--- src/rtl/vga_multi_disc_engine.sv ---
// N-disc renderer: each accepted pixel is tested against every disc descriptor, one per cycle,
// through a two-stage distance pipeline; the lowest-index hit sets the registered 1-bit RGB.
module vga_multi_disc_engine #(
  parameter int N_DISCS = 3,
  parameter int COORD_W = 10,
  parameter int IDX_W   = (N_DISCS > 1) ? $clog2(N_DISCS) : 1
) (
  input  logic               clk,
  input  logic               rst_n,
  input  logic               pix_valid,
  input  logic [COORD_W-1:0] pos_h,
  input  logic [COORD_W-1:0] pos_v,
  input  logic               blank,
  input  logic               cfg_we,
  input  logic [IDX_W-1:0]   cfg_idx,
  input  logic [COORD_W-1:0] cfg_x,
  input  logic [COORD_W-1:0] cfg_y,
  input  logic [COORD_W-1:0] cfg_r,
  input  logic [2:0]         cfg_color,
  input  logic               cfg_en,
  output logic               cfg_ready,
  input  logic               ovr_clr,
  output logic               red,
  output logic               green,
  output logic               blue,
  output logic               rgb_valid,
  output logic               busy,
  output logic               overrun
);

  localparam int D2_W = 2*COORD_W + 1;

  typedef enum logic [1:0] {IDLE, SCAN, DRAIN, OUT} state_e;

  state_e             state_q, state_d;
  logic [IDX_W-1:0]   idx_q, idx_d;
  logic               drain_q, drain_d;
  logic               accept;

  logic [COORD_W-1:0] discX_q [N_DISCS];
  logic [COORD_W-1:0] discY_q [N_DISCS];
  logic [COORD_W-1:0] discR_q [N_DISCS];
  logic [2:0]         discCol_q [N_DISCS];
  logic               discEn_q [N_DISCS];

  logic [COORD_W-1:0] posH_q, posV_q;
  logic               blank_q;

  logic [COORD_W-1:0] dx1_q, dy1_q, r1_q;
  logic [2:0]         col1_q;
  logic               en1_q, v1_q;

  logic               hit2_q, v2_q;
  logic [2:0]         col2_q;

  logic               found_q;
  logic [2:0]         winCol_q;

  assign busy      = (state_q != IDLE);
  assign cfg_ready = ~busy;

  always_ff @(posedge clk or negedge rst_n) begin
    if (!rst_n) begin
      state_q <= IDLE;
      idx_q   <= '0;
      drain_q <= 1'b0;
    end else begin
      state_q <= state_d;
      idx_q   <= idx_d;
      drain_q <= drain_d;
    end
  end

  always_comb begin
    state_d = state_q;
    idx_d   = idx_q;
    drain_d = drain_q;
    accept  = 1'b0;
    case (state_q)
      IDLE: begin
        if (pix_valid) begin
          accept  = 1'b1;
          idx_d   = '0;
          state_d = SCAN;
        end
      end
      SCAN: begin
        if (idx_q == IDX_W'(N_DISCS - 1)) begin
          drain_d = 1'b0;
          state_d = DRAIN;
        end else begin
          idx_d = idx_q + 1'b1;
        end
      end
      DRAIN: begin
        if (drain_q) state_d = OUT;
        else         drain_d = 1'b1;
      end
      OUT:     state_d = IDLE;
      default: state_d = IDLE;
    endcase
  end

  // Writes are only legal while idle, so the scan always sees a stable descriptor set.
  always_ff @(posedge clk or negedge rst_n) begin
    if (!rst_n) begin
      for (int i = 0; i < N_DISCS; i++) begin
        discX_q[i]   <= '0;
        discY_q[i]   <= '0;
        discR_q[i]   <= '0;
        discCol_q[i] <= '0;
        discEn_q[i]  <= 1'b0;
      end
    end else if (cfg_we && cfg_ready) begin
      for (int i = 0; i < N_DISCS; i++) begin
        if (cfg_idx == IDX_W'(i)) begin
          discX_q[i]   <= cfg_x;
          discY_q[i]   <= cfg_y;
          discR_q[i]   <= cfg_r;
          discCol_q[i] <= cfg_color;
          discEn_q[i]  <= cfg_en;
        end
      end
    end
  end

  always_ff @(posedge clk or negedge rst_n) begin
    if (!rst_n) begin
      posH_q  <= '0;
      posV_q  <= '0;
      blank_q <= 1'b0;
    end else if (accept) begin
      posH_q  <= pos_h;
      posV_q  <= pos_v;
      blank_q <= blank;
    end
  end

  logic [COORD_W-1:0] selX, selY, dxNext, dyNext;
  assign selX   = discX_q[idx_q];
  assign selY   = discY_q[idx_q];
  assign dxNext = (posH_q >= selX) ? (posH_q - selX) : (selX - posH_q);
  assign dyNext = (posV_q >= selY) ? (posV_q - selY) : (selY - posV_q);

  always_ff @(posedge clk or negedge rst_n) begin
    if (!rst_n) begin
      dx1_q  <= '0;
      dy1_q  <= '0;
      r1_q   <= '0;
      col1_q <= '0;
      en1_q  <= 1'b0;
      v1_q   <= 1'b0;
    end else begin
      dx1_q  <= dxNext;
      dy1_q  <= dyNext;
      r1_q   <= discR_q[idx_q];
      col1_q <= discCol_q[idx_q];
      en1_q  <= discEn_q[idx_q];
      v1_q   <= (state_q == SCAN);
    end
  end

  // Operands are zero-extended before multiplying so the squares keep every bit.
  logic [2*COORD_W-1:0] dxSq, dySq, rSq;
  logic [D2_W-1:0]      d2;
  logic                 hitNext;
  assign dxSq    = {{COORD_W{1'b0}}, dx1_q} * {{COORD_W{1'b0}}, dx1_q};
  assign dySq    = {{COORD_W{1'b0}}, dy1_q} * {{COORD_W{1'b0}}, dy1_q};
  assign rSq     = {{COORD_W{1'b0}}, r1_q} * {{COORD_W{1'b0}}, r1_q};
  assign d2      = {1'b0, dxSq} + {1'b0, dySq};
  assign hitNext = en1_q && (d2 <= {1'b0, rSq});

  always_ff @(posedge clk or negedge rst_n) begin
    if (!rst_n) begin
      hit2_q <= 1'b0;
      col2_q <= '0;
      v2_q   <= 1'b0;
    end else begin
      hit2_q <= hitNext;
      col2_q <= col1_q;
      v2_q   <= v1_q;
    end
  end

  // Discs arrive in index order, so the first recorded hit is the top-priority one.
  always_ff @(posedge clk or negedge rst_n) begin
    if (!rst_n) begin
      found_q  <= 1'b0;
      winCol_q <= '0;
    end else if (accept) begin
      found_q  <= 1'b0;
      winCol_q <= '0;
    end else if (v2_q && hit2_q && !found_q) begin
      found_q  <= 1'b1;
      winCol_q <= col2_q;
    end
  end

  always_ff @(posedge clk or negedge rst_n) begin
    if (!rst_n) begin
      red       <= 1'b0;
      green     <= 1'b0;
      blue      <= 1'b0;
      rgb_valid <= 1'b0;
    end else begin
      rgb_valid <= (state_q == OUT);
      if (state_q == OUT) begin
        {red, green, blue} <= blank_q ? 3'b000 : winCol_q;
      end
    end
  end

  always_ff @(posedge clk or negedge rst_n) begin
    if (!rst_n)                overrun <= 1'b0;
    else if (pix_valid && busy) overrun <= 1'b1;
    else if (ovr_clr)          overrun <= 1'b0;
  end

endmodule

--- config.mk ---
export PLATFORM = sky130hd
export DESIGN_NAME = vga_multi_disc_engine
export DESIGN_NICKNAME = d
export VERILOG_FILES = /design/src/rtl/vga_multi_disc_engine.sv
export SDC_FILE = /design/constraint.sdc
export NUM_CORES = 1
export LEC_CHECK = 0
export CAP_MARGIN = 20
export CORE_ASPECT_RATIO = 1.25
export CORE_MARGIN = 4
export CORE_UTILIZATION = 45
export CTS_CLUSTER_DIAMETER = 30
export DETAILED_ROUTE_END_ITERATION = 7
export PLACE_DENSITY_LB_ADDON = 0.2
export SLEW_MARGIN = 20
export SYNTH_ARGS = -nofsm -noshare
export SYNTH_HDL_FRONTEND = slang
export SYNTH_SLANG_ARGS = --single-unit
--- constraint.sdc ---
create_clock -name clk -period 7.25 [get_ports clk]
set_input_delay 0.725 -clock clk [delete_from_list [all_inputs] [get_ports clk]]
set_output_delay 0.725 -clock clk [all_outputs]
set_load 0.005 [all_outputs]
Figure 1. Signal wires on met2 (run 1).
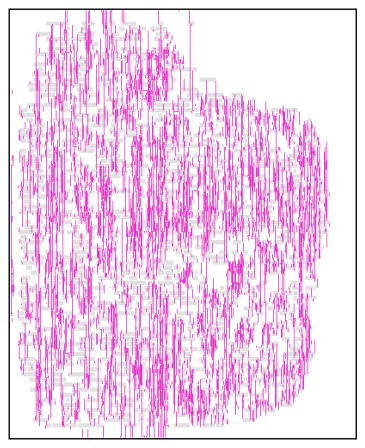
The layer carries 18700 µm of wire. 1965 nets have wire on it. The longest straight run is 103 µm.

Figure 2. Where the registers sit (run 1).
Other sequential cells in the stronger gray, the rest of the logic in the fainter gray.
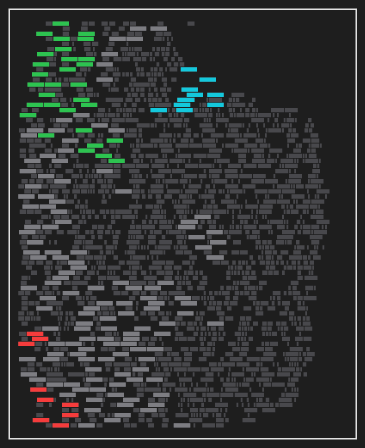
Key: discCol_q = red [flops 9, where lower left]; discY_q = green [flops 30, where upper left]; dy1_q = cyan [flops 10, where top center]
Another 128 sequential cells are not colored.

Figure 3. Routing congestion map (run 1).
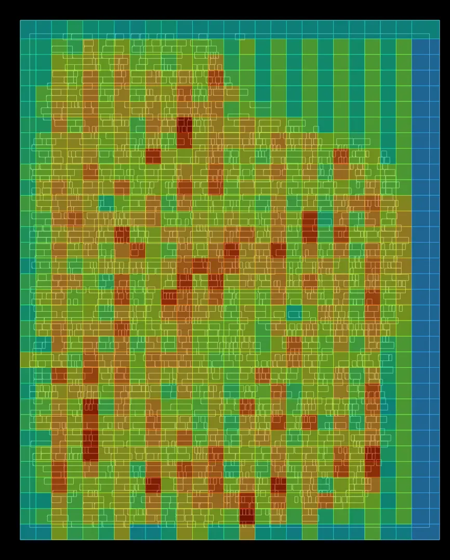
post-layout util: 0.5102
GR met2 Demand/Resource: 0.3204
Total GRT Usage: 0.1773
routed length per instance: 15.31 µm

==> impl_metrics.yaml, run 1 <==
# implementation run metrics
cells_and_area:
  logic_area_mm2: 0.01175
  num-nonclk-buffers: 105
  logic_gate_count: 1175
  inverters: 318
  antennaDiodeCount: 1
  layout_top_cell: "inv_1"
  reg_top3: "discR_q x30, discX_q x30, discY_q x30"
  clkbuf_count: 17
  finalNonFillerCells: 2300
  largest_cell_class: "logic gates"
  seq_area_frac: 0.2268
global_routing:
  grt_antenna_before_repair: 0
  grt_pass1_vias: 12822
  overflow: 0
  grt_use_met1: 0.2299
  busiest_layer: "met2"
drt:
  ant_nets: 0
  dr_wl_met2_um: 18720
  num_vias: 11888
  top_layer: "met4"
synth:
  synthTopLogicFamily: "adder cells"
  ys_ff: 177
  syn_inst: 1732
  ys_top_cells_by_area: "dfrtp_1 (25%), fa_1 (21%), ha_1 (14%)"
  ys_sh_simple: 0.09596
  async_flop_share: 1.000
  synth_area_mm2: 0.01758
  mux_share: 0.1062
  edf_count: 0
  yosys_area_mm2: 0.01758
  top_area_cell: "dfrtp_1"
  top_cell: "inv_1"
  synthFlopType: "dfrtp_1"
  synth.top_cell.area_share: 0.2520
critical_path:
  cp.required_ns: 7.61
  startpoint: "dx1_q[2]"
  timing.rr.end: "hit2_q"
  r2r_start: "dx1_q[2]"
  cp_num_cells: 27
  cp_max_fo: 3
  crit_top_cell: "fa_1"
  r2r_slack_ns: 0.24
  rr_worst_depth: 27
  critPathLaunchType: "register"
placed_design:
  dpl_cell_area_mm2: 0.01884
  numPortBuffers: 68
cts:
  ctsHoldBuffers: 0
  cts_root_buf: "clkbuf_16"
  cts_made_buffers: 17
  cts_resized: 0
  post-cts-setup-buffers: 0
hold_path:
  worstHoldStart: "col1_q[0]"
  min_path_cells: 0
  whs_endpoint: "col2_q[0]"
outcome:
  outcome: "finished clean"
job:
  cap_viol_max_count: 0
timing:
  fin_skew_ns: 0.009360
  timing.fmax_ghz: 0.1427
  setup_viol: 0
  finalCritPeriodShare: 0.9665
  fin_setup_tns_ns: 0
  fin_crit_ns: 7.007
  rsz0062_at_grt: "true"
die:
  rows: 80
  taps: 492
  chip_area_mm2: 0.04231
  core_mm2: 0.03834
Figure 4. Met1 routing (run 1).
Supply wires on this layer in gray.
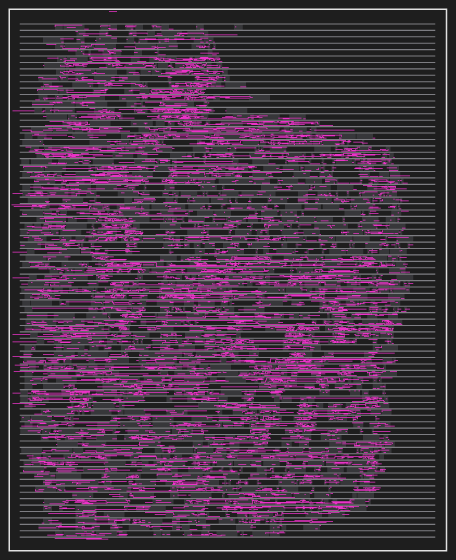

==> run 2: changes to the inputs <==
Settings changed: CORE_ASPECT_RATIO 1.25 to 1.1.
Clock period 7.25 ns to 6.9 ns, I/O delays scaled along.
Figure 5. Met1 routing (run 2).
Supply wires on this layer in gray.
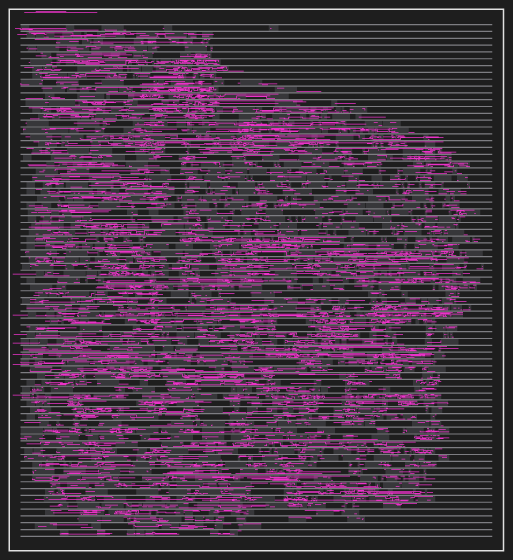
The layer holds 46% of the routed length. The wires run mostly horizontal.

==> run 2 against run 1 <==
The flow now finishes with violations (setup timing). Critical path depth unchanged. Final cell count increased by 1.8%. Count of clock-buffer cells in the layout increased by 1. Critical path type unchanged.
==> impl_metrics.yaml, run 2 <==
# implementation run metrics
global_routing:
  grt_usage: 0.1795
  grt_pass1_vias: 12835
  grt_antenna_before_repair: 2
  overflow: 0
  met2_usage: 0.3148
timing:
  fin_skew_ns: 0.008849
  setup_viol: 1
  fin_setup_tns_ns: -0.03117
  layout_setup_ws_ns: -0.03117
  timing.fmax_ghz: 0.1443
  finalCritPeriodShare: 1.005
drt:
  wl_per_cell_um: 15.40
  top_layer: "met5"
  ant_nets: 0
cells_and_area:
  finalNonFillerCells: 2342
  seq_area_frac: 0.2233
  logic_gate_count: 1175
  clkbuf_count: 18
  largest_cell_class: "logic gates"
  layout_top_cell: "inv_1"
  post-route-util: 0.5176
outcome:
  outcome: "finished with violations"
  failed_checks: "setup timing"
critical_path:
  r2r_slack_ns: -0.03
  critPathLaunchType: "register"
  r2r_start: "dy1_q[3]"
  cp_num_cells: 27
  cp.required_ns: 7.26
cts:
  ctsHoldBuffers: 0
synth:
  top_cell: "inv_1"
  synth.top_cell.area_share: 0.2520
  syn_inst: 1732
  synth_area_mm2: 0.01758
  async_flop_share: 1.000
  ys_sh_simple: 0.09596
  mux_share: 0.1062
placed_design:
  numPortBuffers: 68
  dpl_cell_area_mm2: 0.01914
die:
  rows: 75
  chip_area_mm2: 0.04229
Figure 6. Signal wires on met2 (run 2).
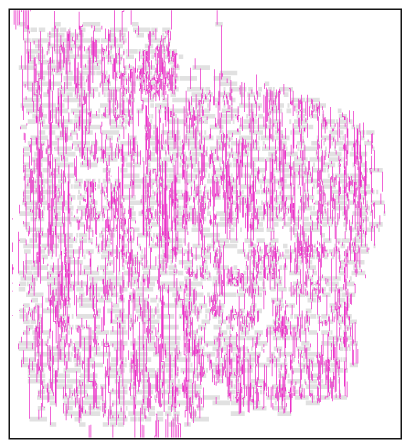
The layer carries 18100 µm of wire. The wires run mostly vertical. The longest straight run is 64.6 µm.

